<file path="config.mk">
export PLATFORM = sky130hd
export DESIGN_NAME = spi_slave_port
export DESIGN_NICKNAME = d
export VERILOG_FILES = /design/src/rtl/spi_pkg.sv /design/src/rtl/sync_ff.sv /design/src/rtl/spi_slave_port.sv
export SDC_FILE = /design/constraint.sdc
export NUM_CORES = 1
export LEC_CHECK = 0
export CAP_MARGIN = 10
export CORE_ASPECT_RATIO = 1.4
export CORE_UTILIZATION = 48
export DETAILED_ROUTE_END_ITERATION = 7
export GPL_TIMING_DRIVEN = 0
export PLACE_DENSITY_LB_ADDON = 0.25
export SLEW_MARGIN = 10
export SYNTH_ARGS = -nofsm -noshare
export SYNTH_HDL_FRONTEND = slang
export SYNTH_SLANG_ARGS = --single-unit
</file>
<file path="constraint.sdc">
create_clock -name clk -period 1.3 [get_ports clk]
set_input_delay 0.195 -clock clk [delete_from_list [all_inputs] [get_ports clk]]
set_output_delay 0.195 -clock clk [all_outputs]
set_load 0.01 [all_outputs]
</file>
<file path="src/rtl/spi_pkg.sv">
// Shared mode encodings, defaults and FSM state type for the SPI slave port.
package spi_pkg;

    typedef logic [1:0] spi_mode_t;  // {CPOL, CPHA}

    localparam spi_mode_t MODE0 = 2'b00;
    localparam spi_mode_t MODE1 = 2'b01;
    localparam spi_mode_t MODE2 = 2'b10;
    localparam spi_mode_t MODE3 = 2'b11;

    localparam int SPI_WORD_W_DEFAULT      = 8;
    localparam int SPI_SYNC_STAGES_DEFAULT = 2;

    typedef enum logic [1:0] {
        ST_IDLE,
        ST_ACTIVE,
        ST_WAIT_SS_HIGH
    } spi_state_t;

endpackage

</file>
<file path="src/rtl/sync_ff.sv">
// Single-bit multi-flop synchroniser with a configurable reset value.
module sync_ff #(
    parameter int DEPTH   = 2,
    parameter bit RST_VAL = 1'b0
) (
    input  logic clk,
    input  logic rst,
    input  logic d,
    output logic q
);

    logic [DEPTH-1:0] stages;

    always_ff @(posedge clk) begin
        if (rst) begin
            stages <= {DEPTH{RST_VAL}};
        end else begin
            stages <= {stages[DEPTH-2:0], d};
        end
    end

    assign q = stages[DEPTH-1];

endmodule

</file>
<file path="src/rtl/spi_slave_port.sv">
// Oversampled SPI slave: pins are synchronised into clk, edges detected there,
// received words pulse out on rx_valid and transmit words come from a one-entry buffer.
module spi_slave_port
    import spi_pkg::*;
#(
    parameter int WORD_W      = SPI_WORD_W_DEFAULT,
    parameter bit CPOL        = 1'b0,
    parameter bit CPHA        = 1'b0,
    parameter bit MSB_FIRST   = 1'b1,
    parameter int SYNC_STAGES = SPI_SYNC_STAGES_DEFAULT
) (
    input  logic              clk,
    input  logic              rst,
    input  logic              spi_clk,
    input  logic              spi_mosi,
    input  logic              spi_ss,
    output logic              spi_miso,
    output logic [WORD_W-1:0] rx_data,
    output logic              rx_valid,
    input  logic [WORD_W-1:0] tx_data,
    input  logic              tx_valid,
    output logic              tx_ready,
    output logic              tx_underrun,
    output logic              busy
);

    localparam int CNT_W   = $clog2(WORD_W);
    localparam int FLUSH_W = $clog2(SYNC_STAGES + 1);

    logic sclk_s, mosi_s, ss_s;
    logic sclk_d, ss_d;

    sync_ff #(.DEPTH(SYNC_STAGES), .RST_VAL(CPOL)) u_sync_sclk (
        .clk(clk), .rst(rst), .d(spi_clk), .q(sclk_s)
    );
    sync_ff #(.DEPTH(SYNC_STAGES), .RST_VAL(1'b0)) u_sync_mosi (
        .clk(clk), .rst(rst), .d(spi_mosi), .q(mosi_s)
    );
    sync_ff #(.DEPTH(SYNC_STAGES), .RST_VAL(1'b1)) u_sync_ss (
        .clk(clk), .rst(rst), .d(spi_ss), .q(ss_s)
    );

    spi_state_t        state;
    logic [FLUSH_W-1:0] flush_cnt;
    logic [CNT_W-1:0]   bit_cnt;
    logic [WORD_W-1:0]  rx_sr, tx_sr, tx_buf, rx_next, tx_word;
    logic               tx_full;
    logic leading, trailing, sample_edge, shift_edge, ss_fall, settled, in_frame, load, accept;

    always_comb begin
        leading     = (sclk_s != CPOL) && (sclk_d == CPOL);
        trailing    = (sclk_s == CPOL) && (sclk_d != CPOL);
        sample_edge = CPHA ? trailing : leading;
        shift_edge  = CPHA ? leading : trailing;
        ss_fall     = ss_d && !ss_s;
        settled     = (flush_cnt == FLUSH_W'(SYNC_STAGES));
        in_frame    = (state == ST_ACTIVE) && !ss_s;
        rx_next     = MSB_FIRST ? {rx_sr[WORD_W-2:0], mosi_s} : {mosi_s, rx_sr[WORD_W-1:1]};
        // A shift edge with the bit counter at zero is always the first shift of a word.
        load        = (in_frame && shift_edge && (bit_cnt == '0))
                    || (!CPHA && (state == ST_IDLE) && ss_fall);
        tx_word     = tx_full ? tx_buf : '0;
        accept      = tx_valid && tx_ready;
    end

    always_ff @(posedge clk) begin
        if (rst) begin
            sclk_d      <= CPOL;
            ss_d        <= 1'b1;
            // Held here until the synchronisers have flushed, then left only once SS reads high.
            state       <= ST_WAIT_SS_HIGH;
            busy        <= 1'b0;
            flush_cnt   <= '0;
            bit_cnt     <= '0;
            rx_sr       <= '0;
            tx_sr       <= '0;
            tx_buf      <= '0;
            tx_full     <= 1'b0;
            rx_data     <= '0;
            rx_valid    <= 1'b0;
            tx_underrun <= 1'b0;
        end else begin
            sclk_d      <= sclk_s;
            ss_d        <= ss_s;
            rx_valid    <= 1'b0;
            tx_underrun <= 1'b0;
            if (!settled) begin
                flush_cnt <= flush_cnt + FLUSH_W'(1);
            end

            case (state)
                ST_WAIT_SS_HIGH: begin
                    if (settled && ss_s) begin
                        state <= ST_IDLE;
                    end
                end
                ST_IDLE: begin
                    if (ss_fall) begin
                        state <= ST_ACTIVE;
                        busy  <= 1'b1;
                    end
                end
                ST_ACTIVE: begin
                    if (ss_s) begin
                        state   <= ST_IDLE;
                        busy    <= 1'b0;
                        bit_cnt <= '0;
                    end else if (sample_edge) begin
                        rx_sr <= rx_next;
                        if (bit_cnt == CNT_W'(WORD_W - 1)) begin
                            bit_cnt  <= '0;
                            rx_data  <= rx_next;
                            rx_valid <= 1'b1;
                        end else begin
                            bit_cnt <= bit_cnt + CNT_W'(1);
                        end
                    end
                end
                default: begin
                    state <= ST_IDLE;
                    busy  <= 1'b0;
                end
            endcase

            if (load) begin
                tx_sr       <= tx_word;
                tx_full     <= 1'b0;
                tx_underrun <= !tx_full;
            end else if (in_frame && shift_edge) begin
                tx_sr <= MSB_FIRST ? {tx_sr[WORD_W-2:0], 1'b0} : {1'b0, tx_sr[WORD_W-1:1]};
            end

            // Accept after load so a same-cycle load sees the old (empty) buffer.
            if (accept) begin
                tx_buf  <= tx_data;
                tx_full <= 1'b1;
            end
        end
    end

    assign tx_ready = !tx_full;
    assign spi_miso = busy && (MSB_FIRST ? tx_sr[WORD_W-1] : tx_sr[0]);

endmodule

</file>
metal_stack.png
(4 px per um) Two of the layers only.
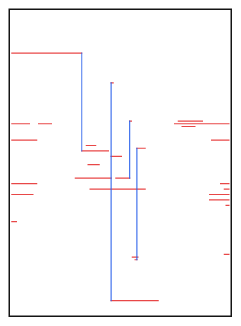
legend:
  blue:
    layer: met4
    wire_length: 121 um
  red:
    layer: met3
    wire_length: 142 um
wire length per cell: 15.2 um
final wirelength: 4210 um

port_nets.png
(6 px per um)
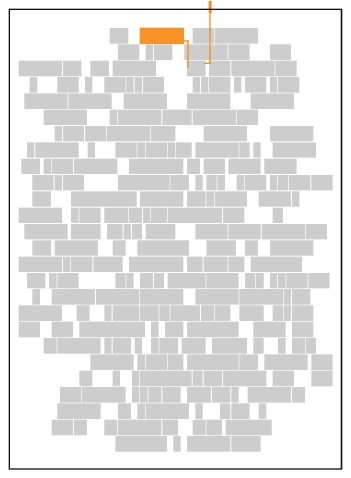
legend:
  orange:
    port: rx_valid
    direction: output
    end_cells: 1
    buffers: 1
    wire: 14.9 um

registers.png
(8 px per um) Other sequential cells in the stronger grey, the rest of the logic in the fainter grey.
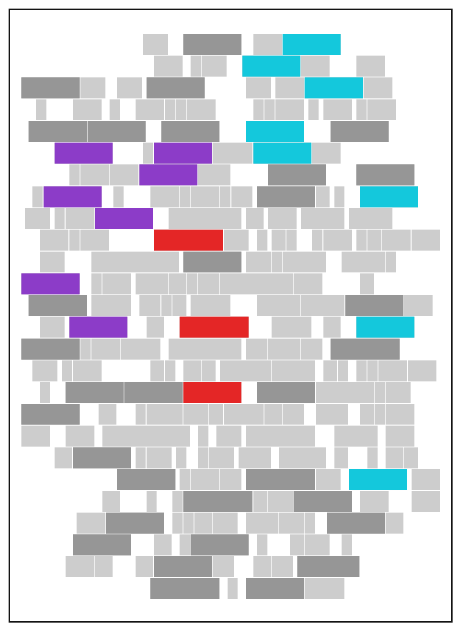
legend:
  cyan:
    signal: tx_buf
    sequential_cells: 8
  red:
    signal: bit_cnt
    sequential_cells: 3
  purple:
    signal: rx_sr
    sequential_cells: 7
not coloured: 32
Seq. cell area: 1020 sq um
Core Util, Final: 0.705
sequential cell power: 1.68 mW
Seq area share: 0.392

wire_density.png
(4 px per um) 11 x 15 tiles, from dark blue (low) to red (high), scaled to the fullest tile. Values are wire area over tile area, all layers added.
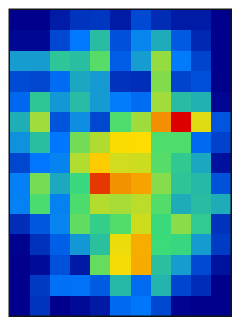
densest ninth of the die: middle
mean over tiles: 0.16
nearly empty tiles: 11%
Vias: 1476
gr usage total: 0.225

==> reports/metrics.csv <==
metric;value;unit
status;finished, violations left;
violations;negative setup slack;
xor_share;0.00462;
clock_sinks;50;
cap_violations;0;
nClkBuffers;6;
lay_top_cells;dfxtp_1 (43), nor2_1 (37), mux2i_1 (23);
cts_tree;built;
cts_made_buffers;5;
p_seq_frac;0.500;
gp_congestion;0.721;
drt_iter0_drc;30;
final_area;2610;sq um
min_path_cells;3;
log.warning_count;30;
core;3710;sq um
reg2reg_from;bit_cnt[1];
maxSlewViolCount;0;
setup_tns;-1030;ps
buffers;46;
hold_path_class;input pin to flop;
p_int;2.60;mW
ff_type;dfxtp_1;
fillers;281;
netSwitchingPower;0.751;mW
port-buffer-count;25;
path_delay_family;AND-OR/OR-AND gates;
power.group.top;registers;
syn_avg_cell_area;10.1;sq um
finalSetupViolCount;17;
slowest_delay;380;ps
cp.required;1470;ps
synth.area.top_cells;dfxtp_1 (53%), mux2i_1 (12%), nor2_1 (7.3%);
edf_count;0;
postCtsSetupRepairBufs;11;
area_delta_synth_final;37.8;%
num-nonclk-inverters;5;
cts-root-buf;clkbuf_8;
clk-insertion-delay-late;310;ps
finalWorstPathRequiredPeriod;1440;ps
comb_cells;125;
syn_area;1900;sq um
drive_gt1_frac;0.274;
ant_nets;0;
path_class;flop to flop;
max_freq;0.696;GHz
worstHoldEndpoint;sclk_d;
cp.arrival;1610;ps
clkCellAreaFrac;0.0546;
comb_area;976;sq um
hold_violations;0;
comb_power_share;0.103;
firstDrtPassIters;4;
ys_ff;50;
synth_seq_share;0.528;
ctsHoldBuffers;0;
grt_pass1_wl;6750;um
endpoint_kind;flop;
cts_max_level;2;
largestClassByArea;flip-flops and latches;
clock_skew;12.6;ps
grt_pass1_vias;1498;
fp_nets;206;
gr-total-overflow;0;
num_rows;26;
bufAreaShareNonClock;0.152;
tap-cell-count;42;
antenna_found_initial;0;
reg2reg_to;tx_sr[2];
power.leakage;1.18;nW
seq_cells;50;
setup_ws;-136;ps
ys_sh_mux;0.121;
yosys.area_share.aoi;0.0759;
fin_crit_sh;1.10;
adder_share;0.0264;
p_clk;1.33;mW
worstPathMaxFanout;8;
lay_top_count;dfxtp_1;
clk_pin_slew;100;ps
max_slew_margin;0.610;
rsz0062_at_grt;yes;
## per-layer routing
| layer | vias to the layer above | GRT usage | part of all wire |
|---|---|---|---|
| met5 | - | 0 | 0 |
| met4 | 0 | 0.120 | 0.029 |
| met3 | 10 | 0.0519 | 0.034 |
| met2 | 36 | 0.383 | 0.54 |
| met1 | 698 | 0.241 | 0.39 |
| li1 | 732 | - | - |
## worst max path at each step
stage | startpoint | end | cells past startpoint
floorplan | bit_cnt[1] | tx_sr[1] | 6
global placement | tx_valid | tx_buf[7] | 5
detailed placement | bit_cnt[0] | rx_data[2] | 6
CTS | bit_cnt[1] | tx_sr[6] | 6
global route | bit_cnt[1] | tx_sr[2] | 6
finish | bit_cnt[1] | tx_sr[2] | 6
## cells in the mapped netlist, types with 2 or more instances
cell type   n
nor2b_1     8
nor3_1      9
a221oi_1    7
buf_2       2
o21ai_0     2
ha_1        4
mux2i_1    23
inv_1       5
clkbuf_1    6
or2_2       3
nor2_1     37
nand2_1     5
a21oi_1     6
nand4_1     2
dfxtp_1    50
## registers in the layout (all words and copies together) (netlist names)
register,count
rx_data,8
tx_buf,8
tx_sr,8
rx_sr,7
bit_cnt,3
flush_cnt,2
state,2
u_sync_mosi.stages,2
u_sync_sclk.stages,2
u_sync_ss.stages,2
busy,1
rx_valid,1
sclk_d,1
ss_d,1
tx_full,1
tx_underrun,1
## per-stage QoR
| stage | hold WS [ps] | power (mW) | setup slack (ps) | std cells |
|---|---|---|---|---|
| 4_1_cts | 411 | 3.35 | -94.8 | 275 |
| 3_5_place_dp | 399 | 2.03 | -190 | 255 |
| 5_1_grt | 430 | 3.47 | -163 | 276 |
| 6_report | 402 | 3.35 | -136 | 276 |
| 3_3_place_gp | 392 | 2.00 | -149 | 255 |
| 2_1_floorplan | 299 | 1.92 | -6.01 | 188 |
No activity file was given, so power comes from the tool's default toggle rates.
